File: src/rtl/qrisc_mem_pkg.sv
// Shared types for the Qrisc32 memory arbiter.
//   word_t       : 32-bit memory word / byte address
//   rd_owner_t   : which requester owns the read data returning next cycle
//   WORD_ADR_LSB : first bit of the word address inside a byte address
//   same_word()  : true when two byte addresses hit the same 32-bit word
package qrisc_mem_pkg;

    typedef logic [31:0] word_t;

    typedef enum logic [1:0] {
        OWN_NONE = 2'd0,
        OWN_IF   = 2'd1,
        OWN_LS   = 2'd2
    } rd_owner_t;

    localparam int WORD_ADR_LSB = 2;

    function automatic logic same_word(input word_t a, input word_t b);
        return a[31:WORD_ADR_LSB] == b[31:WORD_ADR_LSB];
    endfunction

endpackage

File: src/rtl/mem_arbiter_if.sv
// Bus bundle between the CPU requesters (IF, LS), the arbiter and mem.
//   slave  : arbiter view (takes requests and mem responses, drives grants,
//            read data back to the CPU, mem command and fault status)
//   master : environment view (CPU stages + mem instance)
interface mem_arbiter_if #(
    parameter int ERR_CNT_W = 8
);
    import qrisc_mem_pkg::*;

    // instruction fetch
    logic                 if_rd;
    word_t                if_add;
    logic                 if_req;
    logic                 if_valid;
    word_t                if_data;
    // load/store
    logic                 ls_rd;
    logic                 ls_wr;
    word_t                ls_add_r;
    word_t                ls_add_w;
    word_t                ls_data_w;
    logic                 ls_req;
    logic                 ls_valid;
    word_t                ls_data;
    // memory side
    word_t                m_add_r;
    word_t                m_add_w;
    word_t                m_data_w;
    logic                 m_rd;
    logic                 m_wr;
    word_t                m_data_r;
    logic                 m_req;
    logic                 m_stop_active;
    // fault status
    logic                 err;
    logic [ERR_CNT_W-1:0] err_cnt;

    modport slave (
        input  if_rd, if_add, ls_rd, ls_wr, ls_add_r, ls_add_w, ls_data_w,
               m_data_r, m_req, m_stop_active,
        output if_req, if_valid, if_data, ls_req, ls_valid, ls_data,
               m_add_r, m_add_w, m_data_w, m_rd, m_wr, err, err_cnt
    );

    modport master (
        output if_rd, if_add, ls_rd, ls_wr, ls_add_r, ls_add_w, ls_data_w,
               m_data_r, m_req, m_stop_active,
        input  if_req, if_valid, if_data, ls_req, ls_valid, ls_data,
               m_add_r, m_add_w, m_data_w, m_rd, m_wr, err, err_cnt
    );

endinterface

File: src/rtl/mem_arbiter_starve_cnt.sv
// Saturating up-counter with synchronous clear.
//   clk, reset : clock, synchronous active-high reset
//   inc        : count up one (held at LIMIT once reached)
//   clr        : return to zero (wins over inc)
//   cnt        : current count
//   at_lim     : cnt == LIMIT
// Used both as the IF starvation counter and as the fault counter.
module starve_cnt #(
    parameter int           W     = 4,
    parameter logic [W-1:0] LIMIT = '1
) (
    input  logic         clk,
    input  logic         reset,
    input  logic         inc,
    input  logic         clr,
    output logic [W-1:0] cnt,
    output logic         at_lim
);

    assign at_lim = (cnt == LIMIT);

    always_ff @(posedge clk) begin
        if (reset || clr)
            cnt <= '0;
        else if (inc && !at_lim)
            cnt <= cnt + 1'b1;
    end

endmodule

File: src/rtl/mem_arbiter.sv
// Read/write port arbiter between Qrisc32 IF and LS stages and mem.
//   clk, reset : clock, synchronous active-high reset
//   bus        : slave side of mem_arbiter_if (requests, grants, mem command,
//                returned read data, fault flag and counter)
// LS owns the read port unless IF has been refused STARVE_LIMIT cycles in a
// row. LS writes go straight through; a read to the word being written in
// the same cycle is held off one cycle since mem would return stale data.
// Read data come back one cycle after the grant and are steered by rd_owner.
module mem_arbiter
    import qrisc_mem_pkg::*;
#(
    parameter int STARVE_LIMIT = 4,
    parameter int ERR_CNT_W    = 8
) (
    input  logic           clk,
    input  logic           reset,
    mem_arbiter_if.slave   bus
);

    logic      if_gnt, ls_gnt, wr_go, hazard;
    word_t     rd_add;
    logic      starve_lim;
    rd_owner_t owner_q, owner_nxt;
    word_t     if_hold, ls_hold;
    logic      err_q;
    logic [ERR_CNT_W-1:0] err_cnt_q;
    logic [3:0] unused_starve_val;
    logic       unused_err_sat;

    // ---------------- grant ----------------
    // Reset is folded into "busy" so nothing reaches mem while reset is high.
    always_comb begin
        if_gnt = 1'b0;
        ls_gnt = 1'b0;
        wr_go  = 1'b0;
        if (!reset && !bus.m_req) begin
            wr_go = bus.ls_wr;
            if (bus.ls_rd && !(bus.if_rd && starve_lim))
                ls_gnt = 1'b1;
            else if (bus.if_rd)
                if_gnt = 1'b1;
        end
        rd_add = if_gnt ? bus.if_add : bus.ls_add_r;
        // The read is dropped, not redirected to the other requester.
        hazard = wr_go && (if_gnt || ls_gnt) && same_word(rd_add, bus.ls_add_w);
        if (hazard) begin
            if_gnt = 1'b0;
            ls_gnt = 1'b0;
        end
    end

    assign bus.m_rd     = if_gnt | ls_gnt;
    assign bus.m_add_r  = rd_add;
    assign bus.m_wr     = wr_go;
    assign bus.m_add_w  = bus.ls_add_w;
    assign bus.m_data_w = bus.ls_data_w;
    assign bus.if_req   = bus.if_rd & ~if_gnt;
    assign bus.ls_req   = (bus.ls_rd & ~ls_gnt) | (bus.ls_wr & ~wr_go);

    starve_cnt #(.W(4), .LIMIT(4'(STARVE_LIMIT))) u_starve (
        .clk    (clk),
        .reset  (reset),
        .inc    (bus.if_rd & ~if_gnt),
        .clr    (~bus.if_rd | if_gnt),
        .cnt    (unused_starve_val),
        .at_lim (starve_lim)
    );

    // ---------------- read data ownership ----------------
    always_ff @(posedge clk) begin
        if (reset)
            owner_q <= OWN_NONE;
        else
            owner_q <= owner_nxt;
    end

    always_comb begin
        owner_nxt = OWN_NONE;
        if (if_gnt)
            owner_nxt = OWN_IF;
        else if (ls_gnt)
            owner_nxt = OWN_LS;
    end

    // Holding registers keep each side's data stable while the other owns mem.
    always_ff @(posedge clk) begin
        if (reset) begin
            if_hold <= '0;
            ls_hold <= '0;
        end else begin
            if (owner_q == OWN_IF) if_hold <= bus.m_data_r;
            if (owner_q == OWN_LS) ls_hold <= bus.m_data_r;
        end
    end

    assign bus.if_valid = (owner_q == OWN_IF);
    assign bus.ls_valid = (owner_q == OWN_LS);
    assign bus.if_data  = (owner_q == OWN_IF) ? bus.m_data_r : if_hold;
    assign bus.ls_data  = (owner_q == OWN_LS) ? bus.m_data_r : ls_hold;

    // ---------------- faults ----------------
    always_ff @(posedge clk) begin
        if (reset)
            err_q <= 1'b0;
        else if (bus.m_stop_active)
            err_q <= 1'b1;
    end

    starve_cnt #(.W(ERR_CNT_W)) u_err_cnt (
        .clk    (clk),
        .reset  (reset),
        .inc    (bus.m_stop_active),
        .clr    (1'b0),
        .cnt    (err_cnt_q),
        .at_lim (unused_err_sat)
    );

    assign bus.err     = err_q;
    assign bus.err_cnt = err_cnt_q;

endmodule

File: src/flat_wrapper.sv
// flat-port wrapper written by rule: the top's interface ports become plain ports
module mem_arbiter_flat import qrisc_mem_pkg::*;
#(
    parameter int STARVE_LIMIT = 4,
    parameter int ERR_CNT_W    = 8
)
  (clk, reset, bus_if_rd, bus_if_add, bus_ls_rd, bus_ls_wr, bus_ls_add_r, bus_ls_add_w, bus_ls_data_w, bus_m_data_r, bus_m_req, bus_m_stop_active, bus_if_req, bus_if_valid, bus_if_data, bus_ls_req, bus_ls_valid, bus_ls_data, bus_m_add_r, bus_m_add_w, bus_m_data_w, bus_m_rd, bus_m_wr, bus_err, bus_err_cnt);
  mem_arbiter_if #(.ERR_CNT_W(ERR_CNT_W)) bus_i ();
  input  logic clk;
  input  logic reset;
  input wire logic [$bits(bus_i.if_rd)-1:0] bus_if_rd;
  input wire logic [$bits(bus_i.if_add)-1:0] bus_if_add;
  input wire logic [$bits(bus_i.ls_rd)-1:0] bus_ls_rd;
  input wire logic [$bits(bus_i.ls_wr)-1:0] bus_ls_wr;
  input wire logic [$bits(bus_i.ls_add_r)-1:0] bus_ls_add_r;
  input wire logic [$bits(bus_i.ls_add_w)-1:0] bus_ls_add_w;
  input wire logic [$bits(bus_i.ls_data_w)-1:0] bus_ls_data_w;
  input wire logic [$bits(bus_i.m_data_r)-1:0] bus_m_data_r;
  input wire logic [$bits(bus_i.m_req)-1:0] bus_m_req;
  input wire logic [$bits(bus_i.m_stop_active)-1:0] bus_m_stop_active;
  output wire logic [$bits(bus_i.if_req)-1:0] bus_if_req;
  output wire logic [$bits(bus_i.if_valid)-1:0] bus_if_valid;
  output wire logic [$bits(bus_i.if_data)-1:0] bus_if_data;
  output wire logic [$bits(bus_i.ls_req)-1:0] bus_ls_req;
  output wire logic [$bits(bus_i.ls_valid)-1:0] bus_ls_valid;
  output wire logic [$bits(bus_i.ls_data)-1:0] bus_ls_data;
  output wire logic [$bits(bus_i.m_add_r)-1:0] bus_m_add_r;
  output wire logic [$bits(bus_i.m_add_w)-1:0] bus_m_add_w;
  output wire logic [$bits(bus_i.m_data_w)-1:0] bus_m_data_w;
  output wire logic [$bits(bus_i.m_rd)-1:0] bus_m_rd;
  output wire logic [$bits(bus_i.m_wr)-1:0] bus_m_wr;
  output wire logic [$bits(bus_i.err)-1:0] bus_err;
  output wire logic [$bits(bus_i.err_cnt)-1:0] bus_err_cnt;
  assign bus_i.if_rd = bus_if_rd;
  assign bus_i.if_add = bus_if_add;
  assign bus_i.ls_rd = bus_ls_rd;
  assign bus_i.ls_wr = bus_ls_wr;
  assign bus_i.ls_add_r = bus_ls_add_r;
  assign bus_i.ls_add_w = bus_ls_add_w;
  assign bus_i.ls_data_w = bus_ls_data_w;
  assign bus_i.m_data_r = bus_m_data_r;
  assign bus_i.m_req = bus_m_req;
  assign bus_i.m_stop_active = bus_m_stop_active;
  assign bus_if_req = bus_i.if_req;
  assign bus_if_valid = bus_i.if_valid;
  assign bus_if_data = bus_i.if_data;
  assign bus_ls_req = bus_i.ls_req;
  assign bus_ls_valid = bus_i.ls_valid;
  assign bus_ls_data = bus_i.ls_data;
  assign bus_m_add_r = bus_i.m_add_r;
  assign bus_m_add_w = bus_i.m_add_w;
  assign bus_m_data_w = bus_i.m_data_w;
  assign bus_m_rd = bus_i.m_rd;
  assign bus_m_wr = bus_i.m_wr;
  assign bus_err = bus_i.err;
  assign bus_err_cnt = bus_i.err_cnt;
  mem_arbiter #(.STARVE_LIMIT(STARVE_LIMIT), .ERR_CNT_W(ERR_CNT_W)) u_core (.clk(clk), .reset(reset), .bus(bus_i));
endmodule
File: config.mk
export PLATFORM = sky130hd
export DESIGN_NAME = mem_arbiter_flat
export DESIGN_NICKNAME = d
export VERILOG_FILES = /design/src/rtl/qrisc_mem_pkg.sv /design/src/rtl/mem_arbiter_if.sv /design/src/rtl/mem_arbiter_starve_cnt.sv /design/src/rtl/mem_arbiter.sv /design/src/flat_wrapper.sv
export SDC_FILE = /design/constraint.sdc
export NUM_CORES = 1
export LEC_CHECK = 0
export CAP_MARGIN = 20
export CORE_AREA = 2 2 134 136
export DETAILED_ROUTE_END_ITERATION = 10
export DIE_AREA = 0 0 136 138
export PLACE_DENSITY_LB_ADDON = 0.15
export SLEW_MARGIN = 10
export SYNTH_ARGS = -nofsm -noshare
export SYNTH_HDL_FRONTEND = slang
export SYNTH_SLANG_ARGS = --single-unit
File: constraint.sdc
create_clock -name clk -period 2.87 [get_ports clk]
set_clock_uncertainty 0.1 [all_clocks]
set_input_delay 0.287 -clock clk [delete_from_list [all_inputs] [get_ports clk]]
set_output_delay 0.287 -clock clk [all_outputs]
set_load 0.005 [all_outputs]
sizes.png
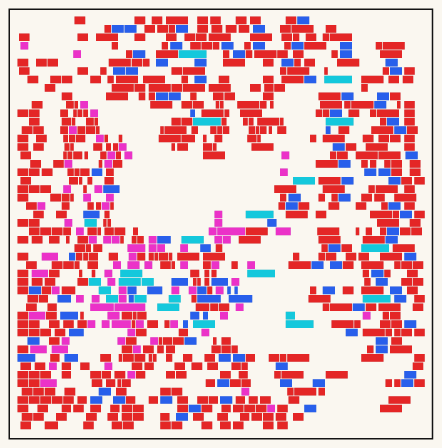
colour	size	cells
cyan	_6 and larger	23
red	_0 and _1 cells	574
blue	_2 cells	104
magenta	_3 and _4 cells	82
Final Cell Area: 0.00828 mm^2
setup slack after layout: -0.382 ns
bufs w/o clock: 351
Layout area overhead: 72.1%

io_fan.png
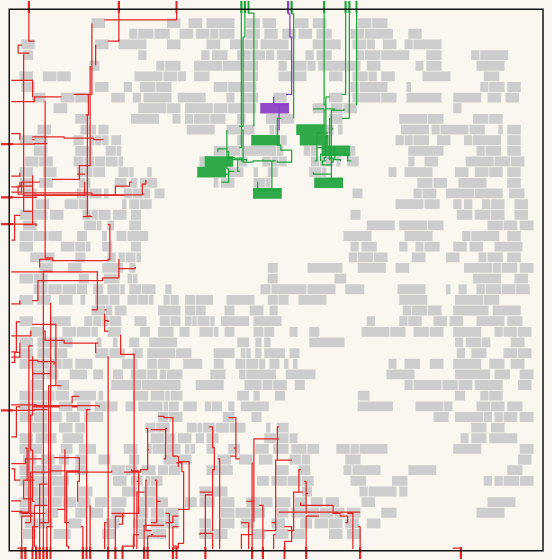
colour	port	direction	edge	end cells	buffers	wire
red	`bus_m_add_w`	output	25 bottom, 4 left, 3 top	0	66	1850 um
purple	`bus_err`	output	top	1	1	35.7 um
green	`bus_err_cnt`	output	top	8	8	422 um
Top Ports: 342
buffers added on ports: 273

==> flow_summary.ini <==
; flow metrics
[power]
power.share.sequential = 0.386
max-vdd-ir-drop_mv = 0.280

[final_timing]
fin_ws_ns = -0.382
setup_viol = 9
period_used_share = 1.13

[worst_hold_path]
worstHoldStart = u_core.bus.err

[clocking]
cts_resized = 59
cts_sinks = 79

[global_route]
grt_overflow = 0
met3_usage = 0.0528

[detailed_routing]
top_layer = met4

[outcome]
status = finished, violations left
violations = negative setup slack

[synthesis]
netlist_area_mm2 = 0.00481
xor_share = 0.0564
synth_cells = 505
avgSynthCellArea_um2 = 9.53
synth_top_area_share = 0.329
synth.distinct_cells = 47

[worst_setup_path]
path_depth = 13
endpoint = bus_if_req
r2r-end = u_core.u_starve.cnt[1]
reg2reg_slack_ns = -0.22

[cells_and_area]
inv_count = 13
clockBufferCount = 11
ff_count = 79
lay_top_count = clkdlybuf4s50_1

[die]
fp-row-count = 49
metal_density.png
Scale bar: 50 um. The die is cut into 27 by 28 equal tiles; dark purple is low, yellow is high, scaled to the fullest tile. Values are wire area over tile area, all layers added.
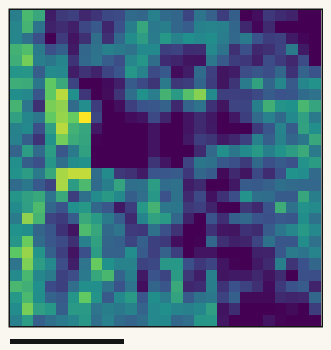
emptiest ninth of the die	lower right
fullest tile	0.47
mean over tiles	0.14
tiles over half the peak	18%
nearly empty tiles	10%
GRT Resource Usage Total: 0.169
Routed WL: 16400 um
total number of vias: 4559
DR WL/cell: 16.2 um

